<file path="config.mk">
export PLATFORM = sky130hd
export DESIGN_NAME = id_ex_ctrl_stage
export DESIGN_NICKNAME = d
export VERILOG_FILES = /design/src/rtl/riscv_ctrl_pkg.sv /design/src/rtl/ctrl_decoder.sv /design/src/rtl/id_ex_ctrl_stage.sv
export SDC_FILE = /design/constraint.sdc
export NUM_CORES = 1
export LEC_CHECK = 0
export CAP_MARGIN = 15
export CORE_MARGIN = 2
export CORE_UTILIZATION = 25
export DETAILED_ROUTE_END_ITERATION = 16
export PLACE_DENSITY = 0.48
export SLEW_MARGIN = 10
export SYNTH_ARGS = -nofsm -noshare
export SYNTH_HDL_FRONTEND = slang
export SYNTH_SLANG_ARGS = --single-unit
export TNS_END_PERCENT = 10
</file>
<file path="constraint.sdc">
create_clock -name clk -period 2.3 [get_ports clk]
set_input_delay 0.23 -clock clk [delete_from_list [all_inputs] [get_ports clk]]
set_output_delay 0.23 -clock clk [all_outputs]
set_load 0.01 [all_outputs]
</file>
<file path="src/rtl/riscv_ctrl_pkg.sv">
`default_nettype none
// +------------------------------------------------------------------+
// | riscv_ctrl_pkg: opcodes, ALU op encoding and main control bundle  |
// | Rev 1.0                                                           |
// +------------------------------------------------------------------+
package riscv_ctrl_pkg;

  localparam logic [6:0] OP_R      = 7'b0110011;
  localparam logic [6:0] OP_LOAD   = 7'b0000011;
  localparam logic [6:0] OP_STORE  = 7'b0100011;
  localparam logic [6:0] OP_BRANCH = 7'b1100011;
  localparam logic [6:0] OP_IMM    = 7'b0010011;

  typedef enum logic [1:0] {
    ALU_ADD   = 2'b00,
    ALU_SUB   = 2'b01,
    ALU_FUNCT = 2'b10
  } alu_op_t;

  typedef struct packed {
    logic regwrite;
    logic memread;
    logic memwrite;
    logic branch;
    logic memtoreg;
    logic alusrc;
    logic illegal;
  } ctrl_t;

endpackage
`default_nettype wire

</file>
<file path="src/rtl/ctrl_decoder.sv">
`default_nettype none
// +------------------------------------------------------------------+
// | ctrl_decoder: combinational RV32 main/ALU control decode          |
// | IMM_ALU_EN enables I-type ALU decode.  Rev 1.0                    |
// +------------------------------------------------------------------+
module ctrl_decoder
  import riscv_ctrl_pkg::*;
(
  input  logic [31:0] instr,
  output alu_op_t     alu_op,
  output logic [3:0]  funct,
  output ctrl_t       ctrl,
  output logic        rs2_used
);

  logic unused_bits;
  assign unused_bits = &{1'b0, instr[31], instr[29:15], instr[11:7]};

  always_comb begin
    alu_op   = ALU_ADD;
    funct    = {instr[30], instr[14:12]};
    ctrl     = '0;
    rs2_used = 1'b1;
    case (instr[6:0])
      OP_R: begin
        alu_op        = ALU_FUNCT;
        ctrl.regwrite = 1'b1;
      end
      OP_LOAD: begin
        ctrl.memread  = 1'b1;
        ctrl.memtoreg = 1'b1;
        ctrl.regwrite = 1'b1;
        ctrl.alusrc   = 1'b1;
      end
      OP_STORE: begin
        ctrl.memwrite = 1'b1;
        ctrl.alusrc   = 1'b1;
      end
      OP_BRANCH: begin
        alu_op      = ALU_SUB;
        ctrl.branch = 1'b1;
      end
`ifdef IMM_ALU_EN
      // bit 30 is immediate data here, not a sub/sra selector
      OP_IMM: begin
        alu_op        = ALU_FUNCT;
        funct         = {1'b0, instr[14:12]};
        ctrl.regwrite = 1'b1;
        ctrl.alusrc   = 1'b1;
        rs2_used      = 1'b0;
      end
`endif
      default: ctrl.illegal = 1'b1;
    endcase
  end

endmodule
`default_nettype wire

</file>
<file path="src/rtl/id_ex_ctrl_stage.sv">
`default_nettype none
// +------------------------------------------------------------------+
// | id_ex_ctrl_stage: ID/EX control register with handshake, flush,   |
// | load-use bubbles and bubble counter. Macro: IMM_ALU_EN. Rev 1.0   |
// +------------------------------------------------------------------+
module id_ex_ctrl_stage
  import riscv_ctrl_pkg::*;
#(
  parameter int STALL_CNT_W = 16
) (
  input  logic                   clk,
  input  logic                   reset,
  input  logic                   if_valid,
  input  logic [31:0]            if_instr,
  output logic                   id_ready,
  input  logic                   flush,
  input  logic                   ex_ready,
  output logic                   ex_valid,
  output logic [1:0]             ex_alu_op,
  output logic [3:0]             ex_funct,
  output logic [4:0]             ex_rs1,
  output logic [4:0]             ex_rs2,
  output logic [4:0]             ex_rd,
  output logic                   ex_regwrite,
  output logic                   ex_memread,
  output logic                   ex_memwrite,
  output logic                   ex_branch,
  output logic                   ex_memtoreg,
  output logic                   ex_alusrc,
  output logic                   ex_illegal,
  output logic [STALL_CNT_W-1:0] stall_count
);

  alu_op_t dec_alu_op;
  logic [3:0] dec_funct;
  ctrl_t dec_ctrl;
  logic dec_rs2_used;

  ctrl_decoder u_dec (
    .instr    (if_instr),
    .alu_op   (dec_alu_op),
    .funct    (dec_funct),
    .ctrl     (dec_ctrl),
    .rs2_used (dec_rs2_used)
  );

  logic valid_q, valid_d;
  alu_op_t alu_op_q, alu_op_d;
  logic [3:0] funct_q, funct_d;
  logic [4:0] rs1_q, rs1_d, rs2_q, rs2_d, rd_q, rd_d;
  ctrl_t ctrl_q, ctrl_d;
  logic [STALL_CNT_W-1:0] stall_q, stall_d;

  logic hold, hz, clear_entry;

  assign hold = valid_q & ~ex_ready;
  assign hz   = if_valid & valid_q & ctrl_q.memread & (rd_q != 5'd0) &
                ((rd_q == if_instr[19:15]) | (dec_rs2_used & (rd_q == if_instr[24:20])));
  assign clear_entry = flush | (~hold & hz);
  assign id_ready    = flush | (~hold & ~hz);

  always_comb begin
    valid_d  = valid_q;
    alu_op_d = alu_op_q;
    funct_d  = funct_q;
    rs1_d    = rs1_q;
    rs2_d    = rs2_q;
    rd_d     = rd_q;
    ctrl_d   = ctrl_q;
    stall_d  = stall_q;
    if (clear_entry) begin
      valid_d  = 1'b0;
      alu_op_d = ALU_ADD;
      funct_d  = '0;
      rs1_d    = '0;
      rs2_d    = '0;
      rd_d     = '0;
      ctrl_d   = '0;
      // flush outranks the hazard, so a killed bubble is not counted
      if (!flush && !(&stall_q))
        stall_d = stall_q + 1'b1;
    end else if (!hold) begin
      valid_d = if_valid;
      if (if_valid) begin
        alu_op_d = dec_alu_op;
        funct_d  = dec_funct;
        rs1_d    = if_instr[19:15];
        rs2_d    = if_instr[24:20];
        rd_d     = if_instr[11:7];
        ctrl_d   = dec_ctrl;
      end
    end
  end

  always_ff @(posedge clk or posedge reset) begin
    if (reset) begin
      valid_q  <= 1'b0;
      alu_op_q <= ALU_ADD;
      funct_q  <= '0;
      rs1_q    <= '0;
      rs2_q    <= '0;
      rd_q     <= '0;
      ctrl_q   <= '0;
      stall_q  <= '0;
    end else begin
      valid_q  <= valid_d;
      alu_op_q <= alu_op_d;
      funct_q  <= funct_d;
      rs1_q    <= rs1_d;
      rs2_q    <= rs2_d;
      rd_q     <= rd_d;
      ctrl_q   <= ctrl_d;
      stall_q  <= stall_d;
    end
  end

  assign ex_valid    = valid_q;
  assign ex_alu_op   = alu_op_q;
  assign ex_funct    = funct_q;
  assign ex_rs1      = rs1_q;
  assign ex_rs2      = rs2_q;
  assign ex_rd       = rd_q;
  assign ex_regwrite = ctrl_q.regwrite;
  assign ex_memread  = ctrl_q.memread;
  assign ex_memwrite = ctrl_q.memwrite;
  assign ex_branch   = ctrl_q.branch;
  assign ex_memtoreg = ctrl_q.memtoreg;
  assign ex_alusrc   = ctrl_q.alusrc;
  assign ex_illegal  = ctrl_q.illegal;
  assign stall_count = stall_q;

endmodule
`default_nettype wire

</file>
Figure 1. I/O nets highlighted (run 1).
Scale bar: 20 um.
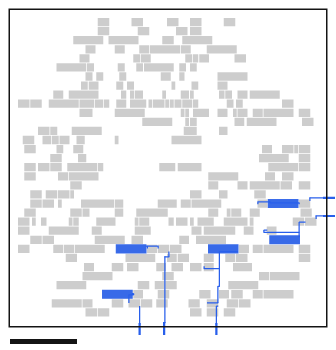
`ex_rs2`: drawn in blue, direction output, edge 3 bottom, 2 right, end cells 5, wire 115 um.

Figure 2. Routing congestion (run 1).
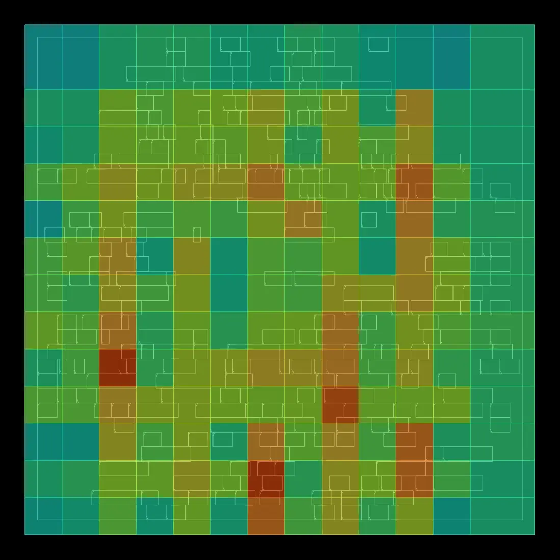
GRT Overall Usage: 12.7%
GRT met3 Usage: 2.63%

Figure 3. Where the registers sit (run 1).
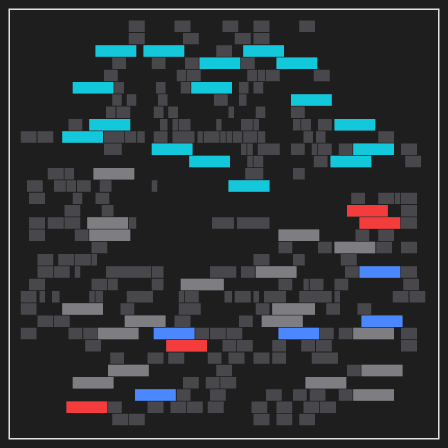
`ex_rs2`: drawn in blue, flops 5. `stall_count`: drawn in cyan, flops 16. `ex_funct`: drawn in red, flops 4.
Another 18 sequential cells are not coloured.

Figure 4. M1 wires (run 1).
Supply wires on this layer in grey. Cells faint in the background.
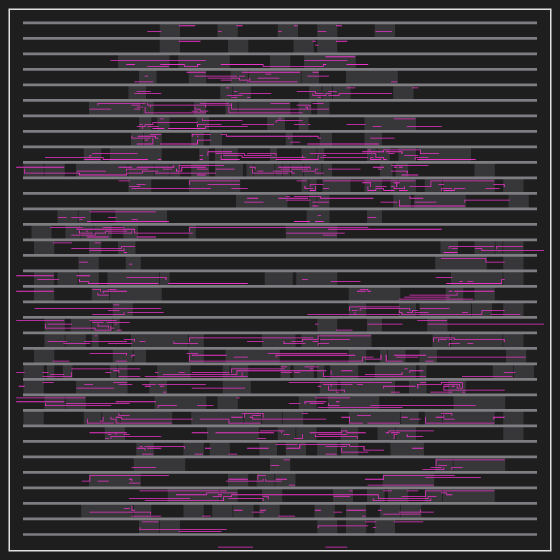
The layer carries 2520 um of wire. The layer holds 48% of the routed length. The wires run mostly horizontal. The longest straight run is 31.3 um.

==> results_dict.tcl, run 1 <==
# yosys + openroad results
set metrics [dict create \
    grt_max_degree 27 \
    ant_nets 0 \
    yosysSeqAreaShare_pct 52.3 \
    antenna_found_initial 0 \
    warnings 33 \
    finalPower_mw 1.51 \
    power_density_nw_per_um2 493 \
    max_stage_delay_ns 0.47 \
    worstSkewPairLatency_ns 0.29 \
    fp_util_pct 25.4 \
    common_cells "43 x dfrtp_1, 24 x xnor2_1, 23 x a22o_1" \
    rsz0062_at_grt "yes" \
    crit_end "id_ready" \
    grt_pass1_vias 1681 \
    whs_ns 0.281 \
    post_dp_cell_area_um2 2970 \
    busiest_layer "met2" \
    flops 43 \
    r2r_setup_slack_ns 0.34 \
    sh_comb_area_pct 29.9 \
    cp_slowest_cell "clkdlybuf4s50_1" \
    sh_seq_area_pct 35.1 \
    slew_headroom_pct 59.1 \
    n_all_buffers 85 \
    n_clock_buffer 7 \
    die_width_um 94.7 \
    dp_cells 353 \
    drt-met1-wl_um 2520 \
    instances_no_fill 362 \
    drive_gt1_share_pct 10.9 \
    cts_tree "done" \
    reg2reg_to "ex_rd[0]" \
    die_y_um 94.7 \
    finalSetupViolCount 0 \
    crit_path_start_kind "flop" \
    place_ws_ns -0.0379 \
    p_leak_nw 1.27 \
    min_period_ns 2.27 \
    ys_types 35 \
    postCtsSetupBuffers 1 \
    mux_share_pct 1.58 \
    ys_sh_simple_pct 14.6 \
    maxPowerGroup "sequential cells" \
    p_sw_share_pct 25.3 \
    combPwrFrac_pct 16.4 \
    gr-total-overflow 0 \
    synth_nets 210 \
    synth-xor-area-share_pct 10.2 \
    timing.rr.start "ex_rd[3]" \
    fin_util_pct 38.0 \
    syn_inst 172 \
    cp_num_buf_inv 1 \
    cts_root_buffer "clkbuf_8" \
    status "finished clean" \
    met2_length_um 2390 \
    path_class "flop to output port" \
    cts_buffer_depth 2 \
    cts_buffers 5 \
    syn_area_per_cell_um2 12.0 \
    clk_pin_slew_ns 0.08 \
    peakVddDrop_uv 208 \
    top_cell "dfrtp_1" \
    wl_met3_um 249 \
    ys_chip_area_um2 2060 \
    fin_worst_skew_ns 0.00608 \
    cts_resized 2 \
    top_layer "met4" \
    pg_comb_mw 0.248 \
    p_seq_mw 0.801 \
    dieArea_um2 8970 \
    ff_type "dfrtp_1" \
    diodes 0 \
    initialDrtViolationCount 59 \
    maxSlewViolCount 0 \
    core-area_um2 8090 \
    synth_flops 43 \
    taps 105 \
    cap_violations 0 \
    n_fill_cell 832 \
    cts_max_level 2 \
    critical-path-top-delay-family "buffers and inverters" \
    yosysCellCount 172 \
    netlist_area_um2 2060 \
    area_leaders "dfrtp_1 52%, xnor2_1 10%, a22o_1 9.8%" \
]
-- run 1: cell usage in the layout (no fill, tap or decap), types with 3 or more instances in the layout --
| master | Yosys | routed |
|---|---|---|
| inv_1 | 6 | 5 |
| buf_4 | 4 | 8 |
| nand4_1 | 10 | 10 |
| xnor2_1 | 24 | 23 |
| clkdlybuf4s50_1 | 0 | 76 |
| nand3_1 | 7 | 7 |
| clkbuf_8 | 0 | 5 |
| a32o_1 | 3 | 3 |
| nor2_1 | 4 | 4 |
| and4_1 | 3 | 3 |
| and3_1 | 6 | 6 |
| dfrtp_1 | 43 | 41 |
| nand2_1 | 9 | 9 |
| nor2b_1 | 3 | 3 |
| a22o_1 | 23 | 23 |
Figure 5. The metal 2 layer (run 1).
Cells faint in the background.
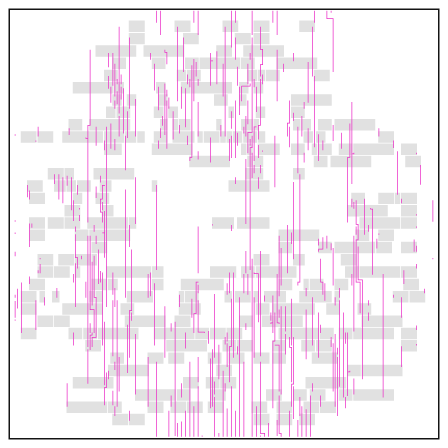

==> run 2, diff against run 1 <==
--- a/config.mk
+++ b/config.mk
@@ -7,9 +7,9 @@
 export LEC_CHECK = 0
 export CAP_MARGIN = 15
 export CORE_MARGIN = 2
-export CORE_UTILIZATION = 25
+export CORE_UTILIZATION = 43
 export DETAILED_ROUTE_END_ITERATION = 16
-export PLACE_DENSITY = 0.48
+export PLACE_DENSITY = 0.77
 export SLEW_MARGIN = 10
 export SYNTH_ARGS = -nofsm -noshare
 export SYNTH_HDL_FRONTEND = slang
Figure 6. The metal 2 layer (run 2).
Cells faint in the background.
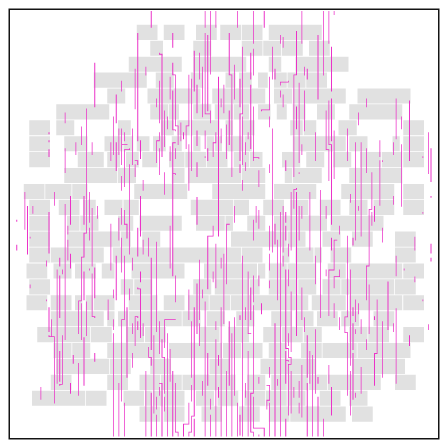
The layer holds 48% of the routed length. 254 nets have wire on it. The wires run mostly vertical.
routed vias: 1633
met2 Use GR: 31.7%
WL final: 4810 um

Figure 7. Where the registers sit (run 2).
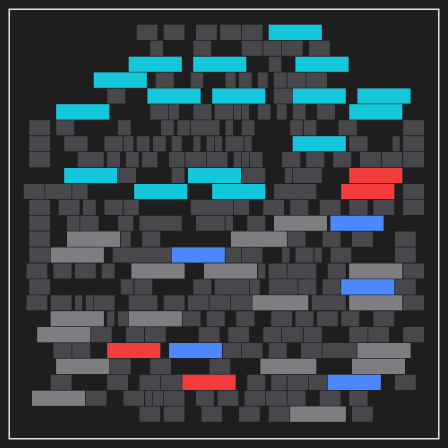
`ex_rs2`: drawn in blue, flops 5. `ex_funct`: drawn in red, flops 4. `stall_count`: drawn in cyan, flops 16.
Another 18 sequential cells are not coloured.
sequential share of cell area: 35.7%
Flop area: 1080 um2

==> results_dict.tcl, run 2 <==
# yosys + openroad results
set metrics [dict create \
    setup_slack_ns 0.151 \
    crit_required_ns 2.53 \
    top_layer "met4" \
    grtUsageMet1_pct 25.9 \
    holdBufCountCts 0 \
    finalSetupViolCount 0 \
    crit_path_start_kind "flop" \
    instances_no_fill 309 \
    post_dp_cell_area_um2 2900 \
    gp_congestion 0.765 \
    cts_max_level 2 \
    synth_nets 210 \
    design_area_um2 3030 \
    synthArstFlopShare_pct 100 \
    power_switching_mw 0.380 \
    p_sw_share_pct 24.7 \
    cts.sinks 43 \
    worstPathArrival_ns 2.38 \
    drc 0 \
    endpoint_kind "flop" \
    top_cell "dfrtp_1" \
    die_width_um 73.2 \
    power_density_nw_per_um2 508 \
    drive_gt1_share_pct 11.8 \
    slew_headroom_pct 37.4 \
    r2r_setup_slack_ns 0.15 \
    edf_count 0 \
    common_cells "43 x dfrtp_1, 24 x xnor2_1, 23 x a22o_1" \
    pg_comb_mw 0.250 \
    rsz0062_at_grt "no" \
    p_leak_nw 1.27 \
    yosysSeqAreaShare_pct 52.3 \
    cap_violations 0 \
    hold_path_class "input pin to async pin" \
    reg2reg_to "ex_funct[2]" \
    whs_ns 0.290 \
    timing.rr.start "ex_rd[4]" \
    seq_power_share_pct 52.0 \
    netlist_area_um2 2060 \
    clkPwrFrac_pct 31.7 \
    status "finished clean" \
    cts_root_buffer "clkbuf_8" \
    yosysCellCount 172 \
    maxPowerGroup "sequential cells" \
    peakVddDrop_uv 291 \
    yosys_warnings 0 \
    warnings 32 \
    cts_resized 3 \
    crit_path_start "ex_rd[4]" \
    postCtsSetupBuffers 0 \
    lay_top_count "clkdlybuf4s50_1" \
    fmax_mhz 465 \
    port_buffers 76 \
    fin_setup_tns_ns 0 \
    avgViaCountPerCell 5.28 \
    p_int_mw 1.16 \
    powerClk_mw 0.488 \
    dp_cells 300 \
    dieArea_um2 5360 \
    hold_violations 0 \
    grt_max_degree 27 \
    reg2regPathDepth 7 \
    p_seq_mw 0.800 \
    wl_per_cell_um 15.6 \
    fin_nets 293 \
    largest_register_ffs 16 \
    grt_pass1_wl_um 8000 \
    clk_pin_slew_ns 0.08 \
    fp_util_pct 44.2 \
    syn_area_per_cell_um2 12.0 \
    grtUsageTotal_pct 19.7 \
    maxSlewViolCount 0 \
    diodes 0 \
    max_stage_delay_ns 0.71 \
    path_class "flop to flop" \
    grt_use_met3_pct 5.39 \
    synthToLayoutAreaGrowth_pct 47.0 \
    cts_tree "done" \
    worstSkewPairLatency_ns 0.29 \
    post-route-period-util_pct 93.4 \
    antenna_found_initial 0 \
    dp_hpwl_um 3550 \
    fin_worst_skew_ns 0.00405 \
    mostFrequentLayoutCells "75 x clkdlybuf4s50_1, 39 x dfrtp_1, 23 x a22o_1" \
    min_period_ns 2.15 \
    placementRows 25 \
    syn_inst 172 \
    tightestPinTransition_ns 0.939 \
    cts_buffer_depth 2 \
    combPwrFrac_pct 16.3 \
    place_ws_ns 0.00844 \
    busiest_layer "met2" \
    ant_nets 0 \
    ys_types 35 \
    crit_fanout 21 \
    synth.top_cell.area_share_pct 52.3 \
    finalPower_mw 1.54 \
    io_pins 83 \
    area_leaders "dfrtp_1 52%, xnor2_1 10%, a22o_1 9.8%" \
    core-area_um2 4660 \
    cts_buffers 5 \
    met2_length_um 2300 \
    cp_slowest_cell "a21oi_2" \
    ff_type "dfrtp_1" \
    fin_util_pct 64.9 \
    top_area_cell "dfrtp_1" \
    ys_chip_area_um2 2060 \
    gr-total-overflow 0 \
    synth_flops 43 \
    drt-met1-wl_um 2200 \
    cp_num_cells 7 \
    firstDrtPassIters 4 \
    critical-path-top-delay-family "AND-OR/OR-AND gates" \
    die_y_um 73.2 \
    cp_num_buf_inv 2 \
    crit_end "ex_funct[2]" \
    initialDrtViolationCount 58 \
    path_cells "xnor2_2 -> nand3_2 -> o22ai_4 -> buf_4 -> buf_12 -> a21oi_2 -> a22o_1" \
    grt_pass1_vias 1628 \
    wl_met3_um 243 \
]
run 2: cell types whose count changed in the layout (fill, tap and decap cells not counted), moves of 2 or more:
cell / change
clkbuf_1: -2
dfrtp_2: +2
dfrtp_1: -2
buf_4: -2
run 2: logic make-up after synthesis:
group / after synthesis / share of synthesized area, %
xor gates and xnor gates: 24 / 10.2
muxes: 3 / 1.58
buffers and inverters: 14 / 4.01
and+or+nand+nor: 52 / 14.6
AOI/OAI and AO/OA: 34 / 16.2
adders and majority gates: 2 / 1.09
DFF: 43 / 52.3
run 2: final cells by class:
class / instances / area (um2)
Clock buffer: 6 / 82.6
Clock inverter: 1 / 5.00
Fill cell: 377 / 1640
Inverter: 6 / 22.5
Multi-Input combinational cell: 115 / 918
Sequential cell: 43 / 1080
Tap cell: 54 / 67.6
Timing Repair Buffer: 84 / 848
